--- config.mk ---
export PLATFORM = sky130hd
export DESIGN_NAME = serial_add_sub_flat
export DESIGN_NICKNAME = d
export VERILOG_FILES = /design/src/rtl/serial_add_sub_if.sv /design/src/rtl/serial_add_sub.sv /design/src/flat_wrapper.sv
export SDC_FILE = /design/constraint.sdc
export NUM_CORES = 1
export LEC_CHECK = 0
export ABC_CLOCK_PERIOD_IN_PS = 2400
export CAP_MARGIN = 20
export CORE_ASPECT_RATIO = 1.1
export CORE_UTILIZATION = 34
export CTS_BUF_LIST = sky130_fd_sc_hd__clkbuf_8
export DETAILED_ROUTE_END_ITERATION = 8
export PLACE_DENSITY_LB_ADDON = 0.1
export SLEW_MARGIN = 15
export SYNTH_ARGS = -nofsm -noshare
export SYNTH_HDL_FRONTEND = slang
export SYNTH_SLANG_ARGS = --single-unit
--- constraint.sdc ---
create_clock -name clk -period 2.4 [get_ports clk]
set_clock_uncertainty 0.15 [all_clocks]
set_input_delay 0.24 -clock clk [delete_from_list [all_inputs] [get_ports clk]]
set_output_delay 0.24 -clock clk [all_outputs]
set_load 0.01 [all_outputs]
--- src/rtl/serial_add_sub_if.sv ---
// rtl/serial_add_sub_if.sv - operation request and result bundle for serial_add_sub
//
// Ports (seen from the slave / datapath side):
//   start    in   begin an operation (sampled when the block is ready)
//   sub      in   0 = a+b, 1 = a-b
//   a, b     in   WIDTH-bit operands, sampled with start
//   busy     out  bits are being processed
//   done     out  one-cycle pulse, published outputs valid from here on
//   result   out  WIDTH-bit sum/difference
//   cout     out  carry out of the MSB (for subtract, 1 = no borrow)
//   overflow out  signed overflow
//   zero     out  result == 0
interface serial_add_sub_if #(
    parameter int WIDTH = 8
);
    logic             start;
    logic             sub;
    logic [WIDTH-1:0] a;
    logic [WIDTH-1:0] b;
    logic             busy;
    logic             done;
    logic [WIDTH-1:0] result;
    logic             cout;
    logic             overflow;
    logic             zero;

    modport master (
        output start, sub, a, b,
        input  busy, done, result, cout, overflow, zero
    );

    modport slave (
        input  start, sub, a, b,
        output busy, done, result, cout, overflow, zero
    );
endinterface

--- src/rtl/serial_add_sub.sv ---
// rtl/serial_add_sub.sv - bit-serial adder/subtractor built around one full adder
//
// full_adder ports:
//   a, b, cin  in   addend bits and carry in
//   sum, cout  out  sum bit and carry out
//
// serial_add_sub ports:
//   clk  in   rising-edge clock
//   rst  in   asynchronous active-high reset
//   bus  slave side of serial_add_sub_if (request in, busy/done/result out)
module full_adder (
    input  logic a,
    input  logic b,
    input  logic cin,
    output logic sum,
    output logic cout
);
    assign sum  = a ^ b ^ cin;
    assign cout = (a & b) | (cin & (a ^ b));
endmodule

module serial_add_sub #(
    parameter int WIDTH = 8
) (
    input  logic                clk,
    input  logic                rst,
    serial_add_sub_if.slave     bus
);
    localparam int CNT_W = $clog2(WIDTH);

    typedef enum logic [1:0] {
        IDLE,
        SHIFT,
        DONE
    } state_t;

    state_t             state;
    state_t             state_next;
    logic               load;
    logic               step;
    logic               last;

    logic [WIDTH-1:0]   sh_a;
    logic [WIDTH-1:0]   sh_b;
    logic [WIDTH-1:0]   res_sh;
    logic [WIDTH-1:0]   res_next;
    logic               carry;
    logic [CNT_W-1:0]   cnt;

    logic               fa_sum;
    logic               fa_cout;

    logic [WIDTH-1:0]   result_q;
    logic               cout_q;
    logic               overflow_q;
    logic               zero_q;

    full_adder u_fa (
        .a    (sh_a[0]),
        .b    (sh_b[0]),
        .cin  (carry),
        .sum  (fa_sum),
        .cout (fa_cout)
    );

    // Sum bits enter at the MSB so that after WIDTH shifts bit 0 lands at bit 0.
    assign res_next = {fa_sum, res_sh[WIDTH-1:1]};
    assign last     = (cnt == CNT_W'(WIDTH - 1));

    always_ff @(posedge clk or posedge rst) begin
        if (rst) begin
            state <= IDLE;
        end else begin
            state <= state_next;
        end
    end

    always_comb begin
        state_next = state;
        load       = 1'b0;
        step       = 1'b0;
        case (state)
            IDLE: begin
                if (bus.start) begin
                    load       = 1'b1;
                    state_next = SHIFT;
                end
            end
            SHIFT: begin
                step = 1'b1;
                if (last) begin
                    state_next = DONE;
                end
            end
            DONE: begin
                if (bus.start) begin
                    load       = 1'b1;
                    state_next = SHIFT;
                end else begin
                    state_next = IDLE;
                end
            end
            default: state_next = IDLE;
        endcase
    end

    always_ff @(posedge clk or posedge rst) begin
        if (rst) begin
            sh_a       <= '0;
            sh_b       <= '0;
            res_sh     <= '0;
            carry      <= 1'b0;
            cnt        <= '0;
            result_q   <= '0;
            cout_q     <= 1'b0;
            overflow_q <= 1'b0;
            zero_q     <= 1'b0;
        end else if (load) begin
            // Subtraction is a + ~b + 1: invert b here, the +1 is the initial carry.
            sh_a   <= bus.a;
            sh_b   <= bus.sub ? ~bus.b : bus.b;
            carry  <= bus.sub;
            cnt    <= '0;
            res_sh <= '0;
        end else if (step) begin
            sh_a   <= sh_a >> 1;
            sh_b   <= sh_b >> 1;
            res_sh <= res_next;
            carry  <= fa_cout;
            cnt    <= last ? '0 : cnt + CNT_W'(1);
            if (last) begin
                // carry currently holds the carry into the MSB.
                result_q   <= res_next;
                cout_q     <= fa_cout;
                overflow_q <= carry ^ fa_cout;
                zero_q     <= (res_next == '0);
            end
        end
    end

    assign bus.busy     = (state == SHIFT);
    assign bus.done     = (state == DONE);
    assign bus.result   = result_q;
    assign bus.cout     = cout_q;
    assign bus.overflow = overflow_q;
    assign bus.zero     = zero_q;
endmodule

--- src/flat_wrapper.sv ---
// flat-port wrapper written by rule: the top's interface ports become plain ports
module serial_add_sub_flat 
#(
    parameter int WIDTH = 8
)
  (clk, rst, bus_start, bus_sub, bus_a, bus_b, bus_busy, bus_done, bus_result, bus_cout, bus_overflow, bus_zero);
  serial_add_sub_if #(.WIDTH(WIDTH)) bus_i ();
  input  logic clk;
  input  logic rst;
  input wire logic [$bits(bus_i.start)-1:0] bus_start;
  input wire logic [$bits(bus_i.sub)-1:0] bus_sub;
  input wire logic [$bits(bus_i.a)-1:0] bus_a;
  input wire logic [$bits(bus_i.b)-1:0] bus_b;
  output wire logic [$bits(bus_i.busy)-1:0] bus_busy;
  output wire logic [$bits(bus_i.done)-1:0] bus_done;
  output wire logic [$bits(bus_i.result)-1:0] bus_result;
  output wire logic [$bits(bus_i.cout)-1:0] bus_cout;
  output wire logic [$bits(bus_i.overflow)-1:0] bus_overflow;
  output wire logic [$bits(bus_i.zero)-1:0] bus_zero;
  assign bus_i.start = bus_start;
  assign bus_i.sub = bus_sub;
  assign bus_i.a = bus_a;
  assign bus_i.b = bus_b;
  assign bus_busy = bus_i.busy;
  assign bus_done = bus_i.done;
  assign bus_result = bus_i.result;
  assign bus_cout = bus_i.cout;
  assign bus_overflow = bus_i.overflow;
  assign bus_zero = bus_i.zero;
  serial_add_sub #(.WIDTH(WIDTH)) u_core (.clk(clk), .rst(rst), .bus(bus_i));
endmodule
==> images/met1.png <==
Bar = 20 µm. Supply wires on this layer in gray.
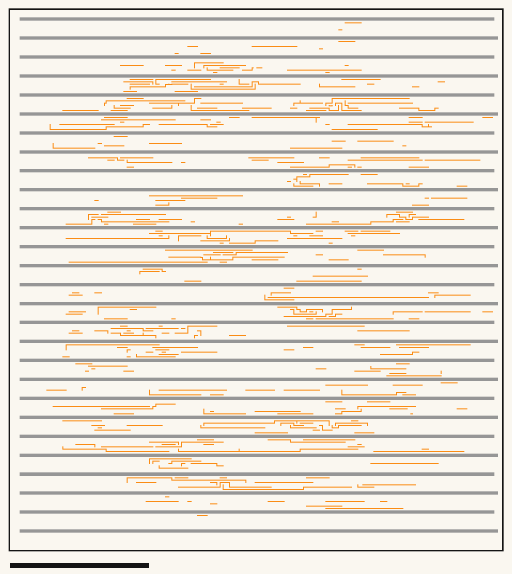
nets with wire on the layer: 164
wire length on this layer: 1520 µm

==> images/met2.png <==
Bar = 20 µm.
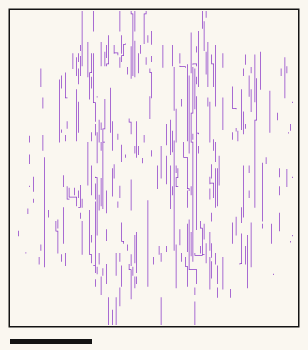
main direction: vertical
wire length on this layer: 1460 µm
longest straight run: 32.6 µm

==> images/met3.png <==
Cells faint in the background.
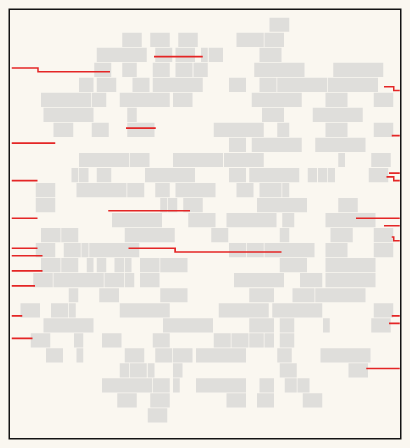
wire length on this layer: 144 µm
main direction: horizontal

[worst min path at each step]
stage	endpoint	cells past startpoint	startpoint	slack [ps]
6_report	u_core.sh_a[6]	3	rst	210
5_1_grt	u_core.cnt[0]	3	rst	320
4_1_cts	u_core.sh_b[2]	3	rst	230
3_5_place_dp	u_core.sh_a[2]	1	u_core.sh_a[2]	320
3_3_place_gp	u_core.sh_a[2]	1	u_core.sh_a[2]	310
2_1_floorplan	u_core.sh_a[1]	2	bus_a[1]	210
[layout make-up]
| class | instances | area share |
|---|---|---|
| Multi-Input combinational cell | 86 | 0.312 |
| Clock inverter | 2 | 0.00452 |
| Inverter | 3 | 0.00734 |
| Clock buffer | 6 | 0.0373 |
| Tap cell | 58 | 0.0327 |
| Sequential cell | 40 | 0.452 |
| Timing Repair Buffer | 35 | 0.155 |
[report_power, final]
| part | switching (mW) | total, mW | internal [mW] |
|---|---|---|---|
| Clock | 0.236 | 0.465 | 0.229 |
| Sequential | 0.198 | 1.18 | 0.979 |
| Combinational | 0.525 | 1.15 | 0.628 |
[logic make-up (layout without fill, tap and decap cells)]
| family | Yosys count | in the layout |
|---|---|---|
| AOI/OAI and AO/OA | 36 | 36 |
| DFF | 40 | 40 |
| muxes | 18 | 18 |
| xor gates and xnor gates | 9 | 9 |
| buffers and inverters | 11 | 46 |
| and+or+nand+nor | 20 | 20 |
| adders and majority gates | 3 | 3 |
[tightest hold or removal path: cells and delay by family]
kind,cells,cell delay [ps]
buffers and inverters,3,860
[per-stage QoR]
stage	setup slack, ps	power, mW
floorplan	648	1.98
global placement	500	2.32
detailed placement	462	2.36
CTS	318	2.83
global route	277	3.00
finish	345	2.80
[cell usage in the layout, fill, tap and decap left out, types with 2 or more instances in the layout]
cell,synthesis,layout
sky130_fd_sc_hd__nor4_1,2,2
sky130_fd_sc_hd__nand2_1,12,12
sky130_fd_sc_hd__dfrtp_1,40,40
sky130_fd_sc_hd__mux2_1,5,5
sky130_fd_sc_hd__inv_1,2,2
sky130_fd_sc_hd__mux2i_1,9,9
sky130_fd_sc_hd__a21o_1,7,7
sky130_fd_sc_hd__clkdlybuf4s50_1,0,32
sky130_fd_sc_hd__o21ai_1,9,9
sky130_fd_sc_hd__a22o_1,17,17
sky130_fd_sc_hd__ha_1,2,2
sky130_fd_sc_hd__clkbuf_8,0,6
sky130_fd_sc_hd__mux2_2,4,4
sky130_fd_sc_hd__xor2_1,8,8
sky130_fd_sc_hd__o21ai_0,2,2
sky130_fd_sc_hd__buf_4,1,3
sky130_fd_sc_hd__clkinv_2,0,2
[metal layers]
metal / routed length, µm / up-vias
met5: 0 / -
met4: 59 / 0
met3: 143 / 6
met2: 1460 / 25
met1: 1520 / 568
li1: - / 557
[flip-flops by register name, indices dropped and copies added, names as in the netlist]
name	cells
u_core.state	2
u_core.cnt	3
u_core.sh_b	8
u_core.bus.zero	1
u_core.res_sh	7
u_core.sh_a	8
u_core.bus.overflow	1
u_core.bus.cout	1
u_core.carry	1
u_core.bus.result	8
==> results_slide.txt <==
Key Metrics from the Run

Setup path
  • Path depth of the worst reg2reg path: 4
  • Arrival time at the worst endpoint: 1670 ps
  • Critical path's largest stage delay: 570 ps
  • Worst r2r dst: u_core.bus.result[6]
  • Worst setup path startpoint: u_core.state[1]
  • Crit path capture: bus_busy
  • Total stage count of the critical path: 3
  • CP max stage cell: sky130_fd_sc_hd__clkdlybuf4s50_1
  • Source of the worst register-to-register timing path: u_core.cnt[0]
  • Worst reg2reg setup slack: 460 ps
  • Setup crit end kind: primary output
  • Type of the worst setup path: reg2out
  • CP Buf/Inv Count: 2
  • Critical Path Source Type: register
  • Worst EP required: 2010 ps
  • Critical path cell sequence: nand2b_1, inv_6, clkdlybuf4s50_1
  • Crit-path max FO: 19
  • Cell family with the largest share of critical-path delay: buffers and inverters

Synth
  • Complex-gate fraction of the synthesized area: 0.150
  • Number of synthesized flops with an enable pin: 0
  • Top-count cell post-synth: sky130_fd_sc_hd__dfrtp_1
  • Portion of netlist area occupied by mux cells: 0.109
  • Number of nets at floorplan: 160
  • Yosys Instances: 137
  • XOR/XNOR Fraction of Synth Area: 0.0448
  • Synth Area in Simple Gates: 0.0618
  • Library cell occupying the most area in the post-synthesis netlist: sky130_fd_sc_hd__dfrtp_1
  • Area of the mapped netlist: 1760 µm²
  • Biggest area contributors in the synthesized netlist: sky130_fd_sc_hd__dfrtp_1, sky130_fd_sc_hd__a22o_1, sky130_fd_sc_hd__mux2i_1
  • Commonest cells in the netlist: sky130_fd_sc_hd__dfrtp_1, sky130_fd_sc_hd__a22o_1, sky130_fd_sc_hd__nand2_1, sky130_fd_sc_hd__mux2i_1, sky130_fd_sc_hd__o21ai_1
  • Sequential share of the synthesized area: 0.569
  • Comb area leader: AND-OR/OR-AND gates
  • Gate count of the mapped netlist: 137
  • Area fraction in full adders, half adders and majority gates: 0.0256
  • Synth Flop Type: sky130_fd_sc_hd__dfrtp_1
  • Fraction of synthesized cell area taken by the top area cell type: 0.569
  • Synth async-reset ratio: 1.00
  • Syn Area/Cell: 12.8 µm²
  • FF+latch count, synth: 40
  • Count of warnings emitted by yosys: 0
  • Number of distinct standard cells referenced by the synthesized netlist: 26
  • Total cell area reported by yosys after synthesis: 1760 µm²

Timing
  • RSZ-0062 raised after global routing: false
  • Fmax achieved: 0.487 GHz
  • Slew at the pin closest to its max-slew limit: 582 ps
  • Final-report hold violation count: 0
  • Remaining max-slew budget at the tightest pin: 0.611
  • Setup TNS: 0 ps
  • Max-slew violations: 0
  • Worst Hold Slack: 207 ps
  • Min Tclk post-route: 2060 ps
  • Total setup violations reported at the end of the flow: 0
  • Post-route clock period utilization: 0.856

Floorplanning
  • Die outline height: 77.5 µm
  • # IOs: 33
  • Total die size: 5470 µm²
  • Die W: 70.6 µm
  • Standard cell core area: 5000 µm²
  • Row count: 27
  • Initial core utilization: 0.352

Detailed routing
  • Via count: 1156
  • Detailed-route DRC error count: 7
  • Routed length per instance: 13.8 µm
  • Iter 0 DRT Violations: 78
  • Final antenna-violating net count: 0
  • DR pass1 iterations: 6
  • Via density per instance: 5.03
  • Wirelength, routed: 3.18 mm

Finish
  • Number of nets in the layout: 194
  • Area growth syn-to-layout: 25.9%
  • Final core utilization: 0.443
  • Share of final-layout standard cells stronger than drive strength 1: 0.105
  • Total area of sequential cells: 1000 µm²
  • Fill cells: 482
  • Antenna Cells: 0
  • Post-route standard cell area excluding fillers: 2220 µm²
  • Non-filler cells, final: 230
  • Area of the multi-input gates: 691 µm²

Placement
  • Post-DP HPWL: 2.14 mm
  • Routability congestion estimate from global placement: 0.678
  • Number of port buffers: 32
  • Placement Cell Area: 2120 µm²
  • Post-Place Cells: 222

CTS
  • Worst-skew pair later-pin latency: 300 ps
  • CTS Hold Buffers Added: 0
  • Clock root buffer: sky130_fd_sc_hd__clkbuf_8
  • CTS HTree Levels: 2
  • Worst-case clock buffer depth: 2
  • Post-cts gate resize count: 0
  • Total setup buffers inserted after CTS: 0
  • Cts bufs inserted: 5
  • Clock-pin transition on the worst setup and hold timing paths: 80 ps
  • Clock sink count: 40
  • CTS tree: built

Run
  • Total of max-cap violations: 0
  • Stage-log warning count: 26

Global route
  • Met2 Usage GRT: 0.196
  • Met3 track demand over resource: 0.0403
  • Number of antenna violations at the first check in global routing: 0
  • Layer with the highest usage after global routing: met2
  • Total global routing track utilization: 0.128
  • Global-route wire length before repair: 5.33 mm
  • Pin count of the biggest net entering global routing: 41
  • Number of global-route vias before repair: 1109
  • GRT Residual Overflow: 0
  • Met1 Resource Use GR: 0.164

Hold path
  • Worst hold-check path type: in2async

Power
  • Power Dens Cells: 1260 nW/µm²
  • Leak: 1.04 nW
  • IR drop worst, VDD: 320 µV

Run status
  • Failing checks: design-rule violations
  • Status: complete, but fails checks
No activity file was given, so power comes from the tool's default toggle rates.
